Fig. 1: a small window of the routed layout
Region (95, 95) to (115, 115) um. Cells in grey, sequential cells in the stronger grey; small squares are vias.
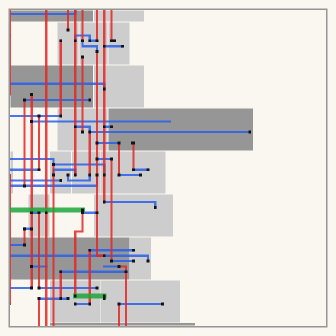
Fig. 2: sizing map
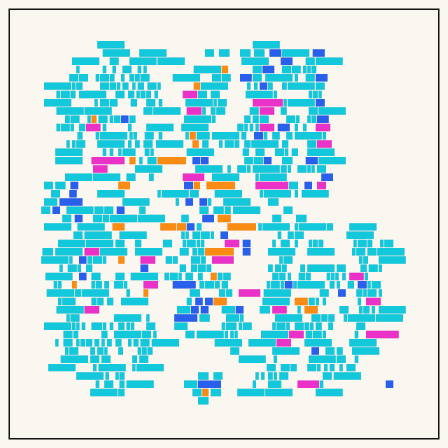
Fig. 3: placed standard cells
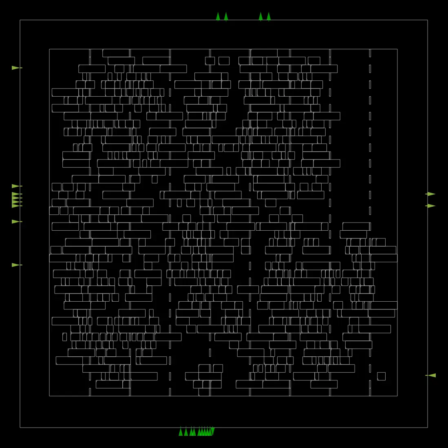
### src/rtl/countdown_ctrl_if.sv
// Timer datapath link for countdown_ctrl.
// Carries the reload pulse, the count enable and the remaining seconds.
interface countdown_ctrl_if;
    logic       tmr_load;
    logic       tmr_en;
    logic [9:0] remain_sec;

    modport master (
        output tmr_load,
        output tmr_en,
        input  remain_sec
    );

    modport slave (
        input  tmr_load,
        input  tmr_en,
        output remain_sec
    );
endinterface

### src/rtl/countdown_ctrl.sv
// countdown_ctrl: button conditioning and IDLE/RUN/PAUSE/ALARM/DONE sequencer.
// Macro TIMER_CTRL_WARN_EN: LED blinks in RUN while 0 < remain_sec <= WARN_SECS.
module countdown_ctrl #(
    parameter int CLK_HZ     = 100_000_000,
    parameter int DEB_MS     = 10,
    parameter int BLINK_HZ   = 2,
    parameter int ALARM_SECS = 5
`ifdef TIMER_CTRL_WARN_EN
    ,
    parameter int WARN_SECS  = 10
`endif
) (
    input  logic       clk,
    input  logic       rstn,
    input  logic       btn_start,
    input  logic       btn_clr,
    input  logic [3:0] sw,
    countdown_ctrl_if.master tmr,
    output logic [2:0] state,
    output logic       alarm,
    output logic       led
);

    typedef enum logic [2:0] {
        IDLE  = 3'd0,
        RUN   = 3'd1,
        PAUSE = 3'd2,
        ALARM = 3'd3,
        DONE  = 3'd4
    } state_e;

    localparam int DEB_CYC = CLK_HZ / 1000 * DEB_MS;
    localparam int DW      = $clog2(DEB_CYC + 1);
    localparam int HALF    = CLK_HZ / (2 * BLINK_HZ);
    localparam int BW      = $clog2(HALF + 1);
    localparam int PW      = $clog2(CLK_HZ + 1);
    localparam int SW      = $clog2(ALARM_SECS + 2);
    localparam int SEC_M1  = (ALARM_SECS > 0) ? ALARM_SECS - 1 : 0;

    localparam logic [DW-1:0] DEB_LAST  = DW'(DEB_CYC - 1);
    localparam logic [BW-1:0] HALF_LAST = BW'(HALF - 1);
    localparam logic [PW-1:0] PRE_LAST  = PW'(CLK_HZ - 1);
    localparam logic [SW-1:0] SEC_LAST  = SW'(SEC_M1);
    localparam bit            NO_ALARM  = (ALARM_SECS == 0);

    // Button conditioning: index 0 = start, index 1 = clr
    logic [1:0]         btn;
    logic [1:0]         s1_q, s2_q, deb_q, dly_q, press_q;
    logic [1:0][DW-1:0] dcnt_q;

    assign btn = {btn_clr, btn_start};

    always_ff @(posedge clk or negedge rstn) begin
        if (!rstn) begin
            s1_q    <= '0;
            s2_q    <= '0;
            deb_q   <= '0;
            dly_q   <= '0;
            press_q <= '0;
            dcnt_q  <= '0;
        end else begin
            s1_q    <= btn;
            s2_q    <= s1_q;
            dly_q   <= deb_q;
            press_q <= deb_q & ~dly_q;
            for (int i = 0; i < 2; i++) begin
                if (s2_q[i] == deb_q[i]) begin
                    dcnt_q[i] <= '0;
                end else if (dcnt_q[i] == DEB_LAST) begin
                    deb_q[i]  <= s2_q[i];
                    dcnt_q[i] <= '0;
                end else begin
                    dcnt_q[i] <= dcnt_q[i] + 1'b1;
                end
            end
        end
    end

    logic start_p, clr_p;
    assign start_p = press_q[0];
    assign clr_p   = press_q[1];

    state_e        state_q, state_d;
    logic [3:0]    sw_q;
    logic          first_q;
    logic          load_q, load_d;
    logic          en_q, en_d;
    logic          alarm_q, alarm_d;
    logic          led_q, led_d;
    logic [BW-1:0] bcnt_q, bcnt_d;
    logic          blink_q, blink_d;
    logic [PW-1:0] pre_q, pre_d;
    logic [SW-1:0] secs_q, secs_d;
    logic          entry;
    logic          alarm_done;
    logic          expired;
    logic          win_start;
    logic          run_led;

    assign expired    = (tmr.remain_sec == 10'd0);
    assign alarm_done = NO_ALARM || (pre_q == PRE_LAST && secs_q == SEC_LAST);

    always_comb begin
        state_d = state_q;
        unique case (state_q)
            IDLE:    if (start_p && !clr_p && sw != 4'd0) state_d = RUN;
            RUN: begin
                if (clr_p)        state_d = IDLE;
                else if (expired) state_d = ALARM;
                else if (start_p) state_d = PAUSE;
            end
            PAUSE: begin
                if (clr_p)        state_d = IDLE;
                else if (start_p) state_d = RUN;
            end
            ALARM: begin
                if (clr_p)                      state_d = IDLE;
                else if (alarm_done || start_p) state_d = DONE;
            end
            DONE:    if (clr_p || start_p) state_d = IDLE;
            default: state_d = IDLE;
        endcase
    end

    assign entry = (state_d != state_q);

`ifdef TIMER_CTRL_WARN_EN
    localparam logic [9:0] WARN_LIM = 10'(WARN_SECS);
    logic win, win_q;

    assign win       = !expired && (tmr.remain_sec <= WARN_LIM);
    assign win_start = (state_d == RUN) && win && !win_q;
    assign run_led   = win ? blink_d : 1'b1;

    always_ff @(posedge clk or negedge rstn) begin
        if (!rstn) win_q <= 1'b0;
        else       win_q <= win;
    end
`else
    assign win_start = 1'b0;
    assign run_led   = 1'b1;
`endif

    // Blink restarts high on every state entry
    always_comb begin
        bcnt_d  = bcnt_q + 1'b1;
        blink_d = blink_q;
        if (entry || win_start) begin
            bcnt_d  = '0;
            blink_d = 1'b1;
        end else if (bcnt_q == HALF_LAST) begin
            bcnt_d  = '0;
            blink_d = ~blink_q;
        end
    end

    always_comb begin
        pre_d  = '0;
        secs_d = '0;
        if (state_q == ALARM && !entry) begin
            if (pre_q == PRE_LAST) begin
                secs_d = secs_q + 1'b1;
            end else begin
                pre_d  = pre_q + 1'b1;
                secs_d = secs_q;
            end
        end
    end

    always_comb begin
        load_d  = first_q
               || (entry && state_d == IDLE)
               || (state_q == IDLE && state_d == IDLE && sw != sw_q);
        en_d    = (state_d == RUN);
        alarm_d = (state_d == ALARM) && blink_d;
        led_d   = 1'b0;
        unique case (state_d)
            IDLE:    led_d = 1'b0;
            RUN:     led_d = run_led;
            PAUSE:   led_d = blink_d;
            ALARM:   led_d = blink_d;
            DONE:    led_d = 1'b1;
            default: led_d = 1'b0;
        endcase
    end

    always_ff @(posedge clk or negedge rstn) begin
        if (!rstn) begin
            state_q <= IDLE;
            sw_q    <= '0;
            first_q <= 1'b1;
            load_q  <= 1'b0;
            en_q    <= 1'b0;
            alarm_q <= 1'b0;
            led_q   <= 1'b0;
            bcnt_q  <= '0;
            blink_q <= 1'b0;
            pre_q   <= '0;
            secs_q  <= '0;
        end else begin
            state_q <= state_d;
            sw_q    <= sw;
            first_q <= 1'b0;
            load_q  <= load_d;
            en_q    <= en_d;
            alarm_q <= alarm_d;
            led_q   <= led_d;
            bcnt_q  <= bcnt_d;
            blink_q <= blink_d;
            pre_q   <= pre_d;
            secs_q  <= secs_d;
        end
    end

    assign tmr.tmr_load = load_q;
    assign tmr.tmr_en   = en_q;
    assign state        = state_q;
    assign alarm        = alarm_q;
    assign led          = led_q;

endmodule

### src/flat_wrapper.sv
// flat-port wrapper written by rule: the top's interface ports become plain ports
module countdown_ctrl_flat 
#(
    parameter int CLK_HZ     = 100_000_000,
    parameter int DEB_MS     = 10,
    parameter int BLINK_HZ   = 2,
    parameter int ALARM_SECS = 5

)
  (clk, rstn, btn_start, btn_clr, sw, state, alarm, led, tmr_tmr_load, tmr_tmr_en, tmr_remain_sec);
  countdown_ctrl_if tmr_i ();
  input  logic clk;
  input  logic rstn;
  input  logic btn_start;
  input  logic btn_clr;
  input  logic [3:0] sw;
  output logic [2:0] state;
  output logic alarm;
  output logic led;
  output wire logic [$bits(tmr_i.tmr_load)-1:0] tmr_tmr_load;
  output wire logic [$bits(tmr_i.tmr_en)-1:0] tmr_tmr_en;
  input wire logic [$bits(tmr_i.remain_sec)-1:0] tmr_remain_sec;
  assign tmr_tmr_load = tmr_i.tmr_load;
  assign tmr_tmr_en = tmr_i.tmr_en;
  assign tmr_i.remain_sec = tmr_remain_sec;
  countdown_ctrl #(.CLK_HZ(CLK_HZ), .DEB_MS(DEB_MS), .BLINK_HZ(BLINK_HZ), .ALARM_SECS(ALARM_SECS)) u_core (.clk(clk), .rstn(rstn), .btn_start(btn_start), .btn_clr(btn_clr), .sw(sw), .tmr(tmr_i), .state(state), .alarm(alarm), .led(led));
endmodule
### config.mk
export PLATFORM = sky130hd
export DESIGN_NAME = countdown_ctrl_flat
export DESIGN_NICKNAME = d
export VERILOG_FILES = /design/src/rtl/countdown_ctrl_if.sv /design/src/rtl/countdown_ctrl.sv /design/src/flat_wrapper.sv
export SDC_FILE = /design/constraint.sdc
export NUM_CORES = 1
export LEC_CHECK = 0
export CAP_MARGIN = 20
export CORE_MARGIN = 10
export CORE_UTILIZATION = 40
export CTS_BUF_LIST = sky130_fd_sc_hd__clkbuf_4 sky130_fd_sc_hd__clkbuf_8
export DETAILED_ROUTE_END_ITERATION = 10
export PLACE_DENSITY = 0.55
export SLEW_MARGIN = 20
export SYNTH_ARGS = -nofsm -noshare
export SYNTH_HDL_FRONTEND = slang
export SYNTH_SLANG_ARGS = --single-unit
### constraint.sdc
create_clock -name clk -period 2.3 [get_ports clk]
set_input_delay 0.69 -clock clk [delete_from_list [all_inputs] [get_ports clk]]
set_output_delay 0.69 -clock clk [all_outputs]
set_load 0.005 [all_outputs]
==> results_slide.txt <==
Physical Implementation Snapshot

CTS
  – Post-CTS resize count: 16
  – CTS HTree Levels: 4
  – Clk slew on worst S/H paths: 0.08 ns
  – Max clock buf depth: 2
  – Clock root buffer: clkbuf_8
  – Hold Buf Count CTS: 0
  – TritonCTS clock tree: built
  – Postcts setup bufs: 4
  – Total clock sinks: 118
  – Late-Pin Clk Latency: 0.44 ns
  – CTS buffer count: 17

Synth
  – Seq share, synth: 50.8%
  – Mapped cell area: slightly below 6000 um2
  – Async set-reset flop share out of synthesis: 100%
  – Flops after synth: approximately 120
  – Yosys cell count: 576
  – Dominant cell area share: around 50%
  – Top cells by count: 117 x dfrtp_1, 109 x nor2_1, 51 x xor2_1
  – Main flop type: dfrtp_1
  – Netlist cell types: slightly below 60
  – Syn Nets: ~600
  – Top cell type by total area after synthesis: dfrtp_1
  – Leading post-synthesis cells by cell area: dfrtp_1 50%, xor2_1 7.7%, nor2_1 7.0%, xnor2_1 5.7%, nand3_1 3.0%
  – Post-synth EDFFs: 0
  – Yosys chip area: 5820 um2
  – Syn Inst Count: 576
  – Yosys synthesis warning count: 0
  – Avg Cell Area, Syn: approximately 10 um2
  – Top-count cell post-synth: dfrtp_1

Critical path
  – FF-to-FF setup slack: 0.14 ns
  – Critical-path maximum fanout: 8
  – Crit path capture: u_core.bcnt_q[12]$_DFF_PN0_
  – Worst-path cell chain: dlygate4sd2_1 -> nor4_4 -> buf_4 -> buf_4 -> and4b_1 -> nor3_1 -> a211o_1 -> or2_4 -> buf_12 -> nor2_1
  – Reg2reg end: u_core.tmr.tmr_load$_DFF_PN0_
  – Arr. time, crit path: about 2.6 ns
  – CP Data Required Time: 2.67 ns
  – Critical path's slowest cell: a211o_1
  – Setup CP Type: input port to flip-flop
  – Worst setup SP type: input port
  – Crit path largest cell delay: 0.31 ns
  – Worst R2R Start: u_core.pre_q[0]$_DFF_PN0_
  – CP Capture Type: flip-flop
  – Crit path top cell by count: buf_4
  – Reg2reg path depth: 7
  – Crit path from: tmr_remain_sec[6]

Route
  – Final wirelength: about 11000 um
  – WL/cell: about 14 um
  – Met3 WL: approximately 300 um
  – Count of routing violations after the opening detailed-route iteration: 203
  – # DRC: 0
  – Uppermost layer routed: met4
  – Met1 WL: roughly 5400 um
  – Metal2 WL: 5370 um
  – Drt via density: a little under 5
  – First-pass DRT Iterations: 4
  – Total number of vias: 4098
  – Antenna Nets Post-Route: 0

GRT
  – Routing usage on met1: between 10% and 20%
  – Met2 usage: about a fifth
  – GR peak layer: met2
  – Initial antenna violation count: 0
  – Total global-route track usage: about 12%
  – Largest net degree at the start of global routing: 33
  – Met3 Resource Use GR: under 10%
  – Vias in the first global route: slightly above 4000
  – First-pass GRT wire length: ~20000 um
  – Final global-route overflow total: 0

STA
  – Slew Limit Headroom: between 50% and 60%
  – Final setup vio count: 0
  – Max-slew violation count: 0
  – RSZ-0062 raised after global routing: false
  – Fin crit period: roughly 2.2 ns
  – FMAX: between 400 and 500 MHz
  – Final hold violations: 0
  – Max Clock Skew: approximately 0.011 ns
  – Worst slew pin tran: ~0.65 ns
  – Final worst slack: about 0.056 ns
  – Tcrit/Tclk final: just under 100%

Power and ir drop
  – P_leak: 2.94 nW
  – Pwr/cell area: around 650 nW/um2
  – Max VDD drop: around 0.00043 V

Placement
  – Port Buffers: 24
  – DPL Wire Length: approximately 7700 um
  – Worst Setup Slack post-DPL: -0.622 ns
  – Placed Cells: about 800
  – Routability-driven placement congestion ratio: slightly above 0.8

Final layout
  – Area grow syn2layout: 18.7%
  – N_diodes: 0
  – Combinational Area: around 2700 um2
  – Register area: just under 3000 um2
  – Layout cells sized above 1: ~15%
  – Nets: ~650

Flow run
  – Log Warnings: 27
  – Max-cap violations: 0

Die
  – I/O pins: 25
  – Site Rows: 44
  – Die ar.: approximately 20000 um2
  – DIE WIDTH: 141 um
  – Init Core Util: 40.5%
  – Die Span Y: about 140 um

Run status
  – Status: finished, final reports clean

Min path
  – Hold WC Path Type: input port to async pin
About Fig. 1:
legend:
  green:
    layer: metal 3
  red:
    layer: metal 2
  blue:
    layer: metal 1
most frequent: nor2_1 (3), dfrtp_1 (3)
sequential cells in the window: 3
cells with their middle in the window: 16
netlist names of flops here include: u_core.bcnt_q (3)

About Fig. 2:
legend:
  orange:
    size: _2 cells
    cells: 24
    share: 3.7%
  magenta:
    size: _6 and larger
    cells: 27
    share: 4.2%
  cyan:
    size: _0 and _1 cells
    cells: 543
    share: 85%
  blue:
    size: _3 and _4 cells
    cells: 48
    share: 7.5%

About Fig. 3:
final std cells w/o fill: 826
Flop Count: 118
Core ar.: 14400 um2
FILL cells: 1329
Seq/total area: 42.8%

[cell families (layout without fill, tap and decap cells)]
family / Yosys count / after routing / share of synthesized area, %
adders and majority gates: 6 / 6 / 1.29
xor gates and xnor gates: 89 / 89 / 13.4
muxes: 4 / 4 / 0.731
DFF: 118 / 118 / 50.8
buffers and inverters: 33 / 99 / 3.14
and+or+nand+nor: 300 / 300 / 27.8
AOI/OAI and AO/OA: 25 / 25 / 2.80
other: 1 / 1 / 0.0645
[report_power, final]
| part | switching [mW] | leakage, nW | total, mW | internal, mW |
|---|---|---|---|---|
| Combinational | 0.143 | 1.14 | 0.266 | 0.123 |
| Clock | 0.853 | 0.211 | 1.99 | 1.14 |
| Sequential | 0.0783 | 1.59 | 2.24 | 2.16 |
| Total | 1.07 | 2.94 | 4.50 | 3.42 |
[cells in the final DEF (no fill, tap or decap), drive strengths merged, types with 4 or more instances in the layout]
cell / instances
xor2: 51
nor4b: 6
o21ai: 8
clkdlybuf4s50: 10
or3: 10
a21oi: 5
dfrtp: 117
or2: 4
dlygate4sd2: 7
nand4: 17
dlymetal6s2s: 4
and3: 10
nor2: 119
nor3: 10
and2: 9
clkbuf: 22
ha: 6
buf: 29
inv: 16
nor4: 15
xnor2: 38
nand2: 42
clkinv: 5
and4: 9
nand3: 35
[worst max-delay path: cells and delay by family]
kind | cells | cell delay [ns]
compound gates | 1 | 0.31
buf+inv | 4 | 0.67
simple gates | 5 | 0.93
[final cells by class]
| cell class | count | area share [%] |
|---|---|---|
| Sequential cell | 118 | 42.8 |
| Multi-Input combinational cell | 425 | 39.5 |
| Timing Repair Buffer | 52 | 7.45 |
| Clock buffer | 21 | 3.91 |
| Tap cell | 184 | 3.33 |
| Clock inverter | 11 | 2.17 |
| Inverter | 15 | 0.815 |
[through the flow]
| stage | hold slack (ns) | instance area [um2] | TNS, ns | utilization (%) | power, mW |
|---|---|---|---|---|---|
| 2_1_floorplan | 0.331 | 5820 | 0 | - | 2.40 |
| 3_3_place_gp | 0.333 | 6380 | -17.82 | 44.4 | 2.53 |
| 3_5_place_dp | 0.335 | 6380 | -16.68 | 44.4 | 2.54 |
| 4_1_cts | 0.186 | 6870 | 0 | 47.8 | 4.56 |
| 5_1_grt | 0.215 | 6910 | 0 | 48.1 | 4.69 |
| 6_report | 0.185 | 6910 | 0 | 48.1 | 4.50 |
[state kept, by name, summed over array words and instances, names as in the netlist, 2 cells and up]
signal and cells:
u_core.dcnt_q 40, u_core.pre_q 27, u_core.bcnt_q 25, u_core.sw_q 4, u_core.secs_q 3, u_core.state 3, u_core.deb_q 2, u_core.dly_q 2
u_core.press_q 2, u_core.s1_q 2, u_core.s2_q 2
[worst min path at each step]
stage	end	slack [ns]	cells past startpoint
after CTS	u_core.pre_q[5]$_DFF_PN0_	0.19	1
final	u_core.pre_q[5]$_DFF_PN0_	0.19	1
after detailed placement	u_core.s2_q[0]$_DFF_PN0_	0.33	0
after floorplan	u_core.s2_q[0]$_DFF_PN0_	0.33	0
after global placement	u_core.s2_q[0]$_DFF_PN0_	0.33	0
after global routing	u_core.pre_q[5]$_DFF_PN0_	0.21	1
Power and IR drop assume default switching activity.
